==> config.mk <==
export PLATFORM = sky130hd
export DESIGN_NAME = tx_burst_controller
export DESIGN_NICKNAME = d
export VERILOG_FILES = /design/src/rtl/tx_burst_controller.sv
export SDC_FILE = /design/constraint.sdc
export NUM_CORES = 1
export LEC_CHECK = 0
export CAP_MARGIN = 20
export CORE_MARGIN = 5
export CORE_UTILIZATION = 55
export DETAILED_ROUTE_END_ITERATION = 10
export PLACE_DENSITY = 0.92
export SYNTH_ARGS = -nofsm -noshare
export SYNTH_HDL_FRONTEND = slang
export SYNTH_SLANG_ARGS = --single-unit
export TNS_END_PERCENT = 1
==> constraint.sdc <==
create_clock -name ip_clock -period 5.2 [get_ports ip_clock]
set_clock_uncertainty 0.05 [all_clocks]
set_input_delay 1.3 -clock ip_clock [delete_from_list [all_inputs] [get_ports ip_clock]]
set_output_delay 1.3 -clock ip_clock [all_outputs]
set_load 0.01 [all_outputs]
### The clock network

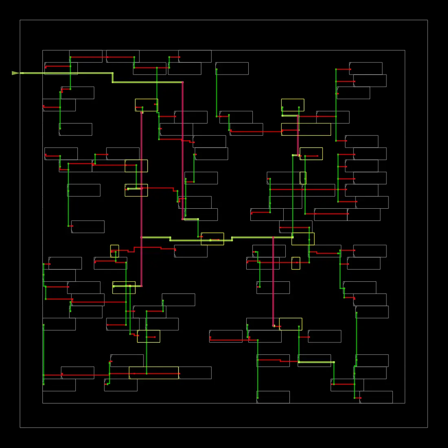
TritonCTS sink count: 79
clock tree buffer count of the final layout: 11

### Placed cells, one colour a class

Scale: 4 px per um. Fill, decap, tap and diode cells in grey.
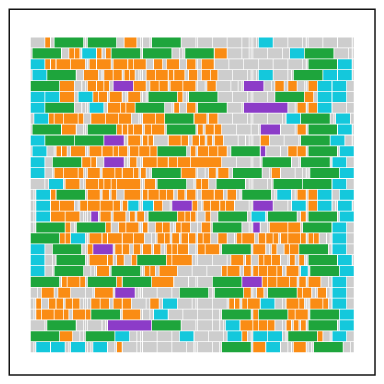
class	colour	cells	share of their area
all other logic	orange	315	43%
clock drivers and dummy loads	purple	15	4.7%
flip-flops	green	79	35%
other buffers and delay cells	cyan	76	17%
floorplan core area: 6386 um^2
utilization after layout: 72.00%
area of all placed cells without fillers: 4598 um^2

### Layout detail

Window x 33 to 58, y 33 to 58 um. Cells in grey, sequential cells in the stronger grey; small squares are vias.
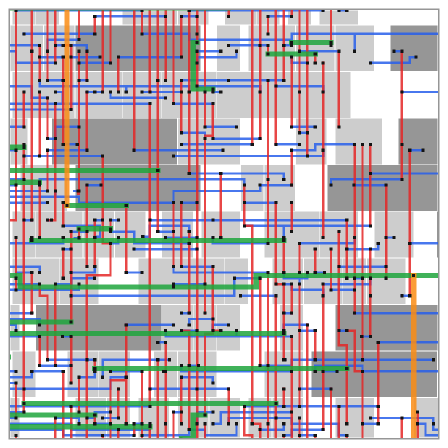
layer	colour
met3	green
met2	red
met4	orange
met1	blue
most frequent	dfxtp_1 (7)
cells with their middle in the window	61
sequential cells in the window	7

### Placement density heat map

Scale: 3 px per um. The die is cut into 9 by 9 equal tiles; black is low, pale yellow is high, 0 to 100% covered.
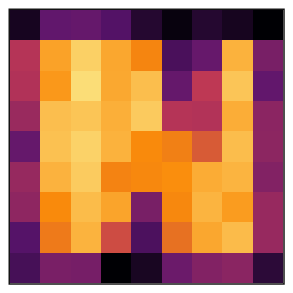
tiles over 75% full	37%
nearly empty tiles	2.5%
mean over tiles	54%
fullest tile	93%
fraction of the core area occupied by cells at floorplan: 56.62%

### Clock wires, drivers and flops

Scale: 6 px per um.
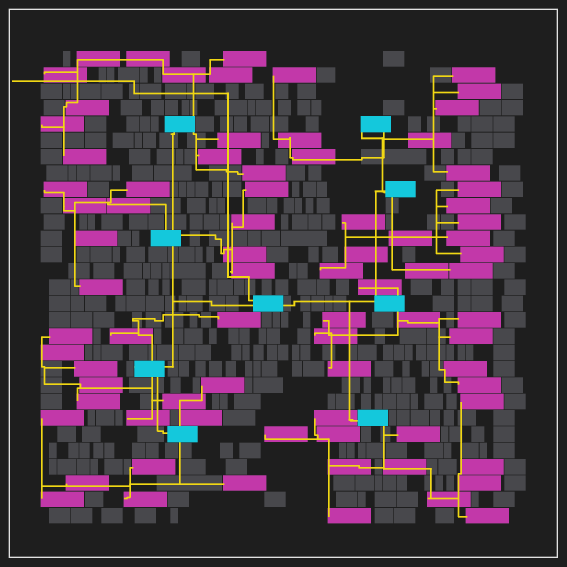
[clock wires] yellow | length: 862 um
[flip-flops] magenta | count: 79
[cells driving clock nets] cyan | count: 9
routed clock nets	10
flops lie	spread over the die
Clock power frac: 27.2%
Insertion Delay late pin: 0.34 ns

==> run summary <==
Latest figures from synthesis and place and route.

After clock tree synthesis, the flow added hold-fix buffers numbering 0. The most common library cell in the layout ignoring fill and taps is dfxtp_1. Per the post-run analysis, buffers plus inverters along the critical path come to 2. The overall fraction of global-route tracks in use is 20.01%. The die outline height is 91.09 um.

The slowest cell on the critical path is clkdlybuf4s50_1. The share of synthesized registers carrying an async set or reset is 0%. Entering global routing, the biggest net connects 29 pins. The number of inserted diodes is 0.

Checking hold timing, the worst path is listed with class flop to flop. Listed in order, past its start point the critical path passes clkdlybuf4s50_1 -> nor4_1 -> a41oi_1 -> nand3_1 -> a21boi_2 -> buf_4 -> a31oi_1 -> or3_1. The final period demand of the worst path is 3.401 ns. The max-capacitance violation count is 0.

The final setup violation count is 0. In the final report, the number of pins over their slew limit comes to 0. Per the final layout report, the fraction of cells sized above drive strength 1 comes to 5.979%.

The longest individual stage delay on the worst path is 0.43 ns. Summed over all failing endpoints, the final setup total negative slack is 0 ns. The first-pass iteration count of the detailed router is 4. Static timing analysis puts the maximum clock frequency at 294.0 MHz. The routed layout has 3226 vias. STA puts the critical path data required time at 5.37 ns. In this run the remaining antenna-violating nets after routing total 0. When the netlist entered floorplanning its net count stood at 446. The final routed DRC violation total is 0. The wire length of the first global-routing pass is 13.94 mm. The layout filler cell count is 469. The cell family contributing the most delay on the critical path is simple AND/OR/NAND/NOR gates. Counting flops and latches in the post-synthesis netlist gives 79. The detailed router finished its first iteration with 169 violations. The buffer type at the clock tree root is clkbuf_8.

The number of cells in the yosys synthesis report is 408. The average wire per cell in the routed design is 14.85 um. Data arrives at the worst endpoint at 3.57 ns. The post-route total power is 1770 uW. The site row count is 29. Looking at the max-slew report, the worst-margin pin has a slew of 0.8514 ns. The commonest register cell is dfxtp_1. The distinct cell type count after synthesis is 55. Sequential cells were found to cover 43.74% of the synthesized design area. The synthesis area per yosys is 3616 um^2.

The congestion estimate from routability-driven global placement came to 0.8694. The final critical path takes up 65.40% of the cycle. The wire length after detailed routing is 8.344 mm. The area enclosed by the die boundary is 8296 um^2. The number of hold-slack violations in the final timing report is 0. For reference, the post-synthesis area per instance comes to 8.863 um^2. The number of clock buffers added by TritonCTS is 9. TritonCTS built the clock tree. Counting tap cells, the placed design contains a total of 546 instances. The quantity of gates resized following cts is 0. The quantity of I/O buffers inserted on ports is 73.

The horizontal die dimension is 91.09 um. The gate count after technology mapping is 408. The worst slew slack as a fraction of its limit is 42.72%. The number of antenna violations at the first check in global routing was 0. STA classifies the critical path startpoint as an input pin. STA shows the worst reg2reg path with a cell count of 11.

The H-tree was split into 3 levels. Pin placement for this block handled 74 I/O pins. The via count of the first global-routing pass is 3089.

The critical path is of the input pin to flop type. The synthesis report lists the Yosys warning total as 0. The flow ran to the end, and the final reports show no timing, DRC or antenna violations. STA classifies the critical path endpoint as a flop. The count of library flops with an enable pin is 0.

Setup repair after global routing left no endpoint under its margin. In the layout the commonest cells are 79 x dfxtp_1, 73 x clkdlybuf4s50_1, 62 x nor2_1, 30 x nand2_1, 23 x xnor2_1. At the end of the flow, the number of nets in the layout was 519. The global-route congestion overflow total is 0. The tool warning count is 26. Summing all flip-flop and latch instances after layout gives 1582 um^2. The maximum fanout count along the critical path is 20. The final standard cell count with taps included and fillers excluded is 562.

The worst-case IR drop observed on VDD is 0.2779 mV. The longest clock path from root to sink contains 2 buffers. The depth of the critical timing path with buffers and inverters included is 8. The area used by multi-input combinational logic is 1924 um^2.

The via count normalized by instance count is 5.740. The power per cell area is 384.9 nW/um^2. The script extracted a total leakage power of 0.001799 uW.

After legalization and detailed placement, the total HPWL measured 6.062 mm. The number of instances on the worst hold path is 1. Per the run report, area growth between synthesis and finish was 27.16%.

In this run the cell area of the synthesized design comes to 3616 um^2. The clock edge transition at the registers on the reported setup and hold paths is 0.07 ns. For flop-to-flop paths, the worst setup slack is 2.00 ns. The post-CTS setup buffer count is 0.
[per-layer routing]
layer  share of wire, %  GRT usage [%]  vias to the layer above  routed length (um)
met4                2.5          10.27                        0                 206
met5                  0              0                        -                   0
met1                 42          24.01                     1495                3493
met3                7.0          3.719                       20                 585
li1                   -              -                     1581                   -
met2                 49          34.01                      130                4059
[kinds of logic after synthesis]
family,after synthesis,share of synthesized area [%]
flip-flops,79,43.74
XOR/XNOR,43,10.42
AND/OR/NAND/NOR,191,27.09
AND-OR/OR-AND,50,9.274
adder cells (fa/ha/maj),6,2.007
buffers and inverters,23,3.045
multiplexers,16,4.429
[through the flow]
step	worst slack [ns]	hold slack (ns)	util, %	instance area (um^2)
5_1_grt	1.570	0.4164	72.00	4598
2_1_floorplan	2.326	0.3557	-	3616
6_report	1.799	0.3805	72.00	4598
4_1_cts	1.817	0.3873	71.92	4593
3_5_place_dp	1.446	0.3607	68.61	4382
3_3_place_gp	1.489	0.3575	68.61	4382
[power breakdown]
part           switching [uW]  leakage [uW]  total [uW]  internal (uW)
Clock                     202      0.000109         482            279
Sequential               69.3      0.000642         735            665
Combinational             310       0.00105         553            243
Total                     582       0.00180        1770           1190
[final cells by class]
type | count | area share [%]
sequential | 79 | 34.39
multi-input combinational | 306 | 41.85
tap | 77 | 2.095
clock inverter | 4 | 1.524
inverter | 9 | 0.7347
clock buffer | 11 | 3.075
timing repair buffer | 76 | 16.33
[worst register-to-register path: stages, from the launching register on]
cell	delay [ns]
dfxtp_1	0.36
inv_1	0.07
ha_1	0.17
or4b_4	0.52
nor4_4	0.47
nand2_2	0.32
nor4b_2	0.36
ha_1	0.23
and3_1	0.23
nand3_1	0.11
xor2_1	0.14
nor2_1	0.05
[synth_stat cells, types with 3 or more instances]
cell type	number	area share [%]
a211oi_1	3	0.62
a21oi_1	8	1.1
a31oi_1	3	0.52
and2_1	7	1.2
and3_1	17	2.9
clkbuf_1	7	0.73
dfxtp_1	79	44
ha_1	5	1.7
inv_1	8	0.83
mux2i_1	16	4.4
nand2_1	30	3.1
nand2b_1	5	0.87
nand3_1	12	1.7
nand4_1	5	0.87
nor2_1	62	6.4
nor3_1	19	2.6
nor4_1	13	2.2
nor4b_1	3	0.73
o21ai_0	11	1.5
o22ai_1	8	1.4
or3_1	3	0.52
xnor2_1	23	5.6
xor2_1	20	4.8
No activity file was given, so power comes from the tool's default toggle rates.
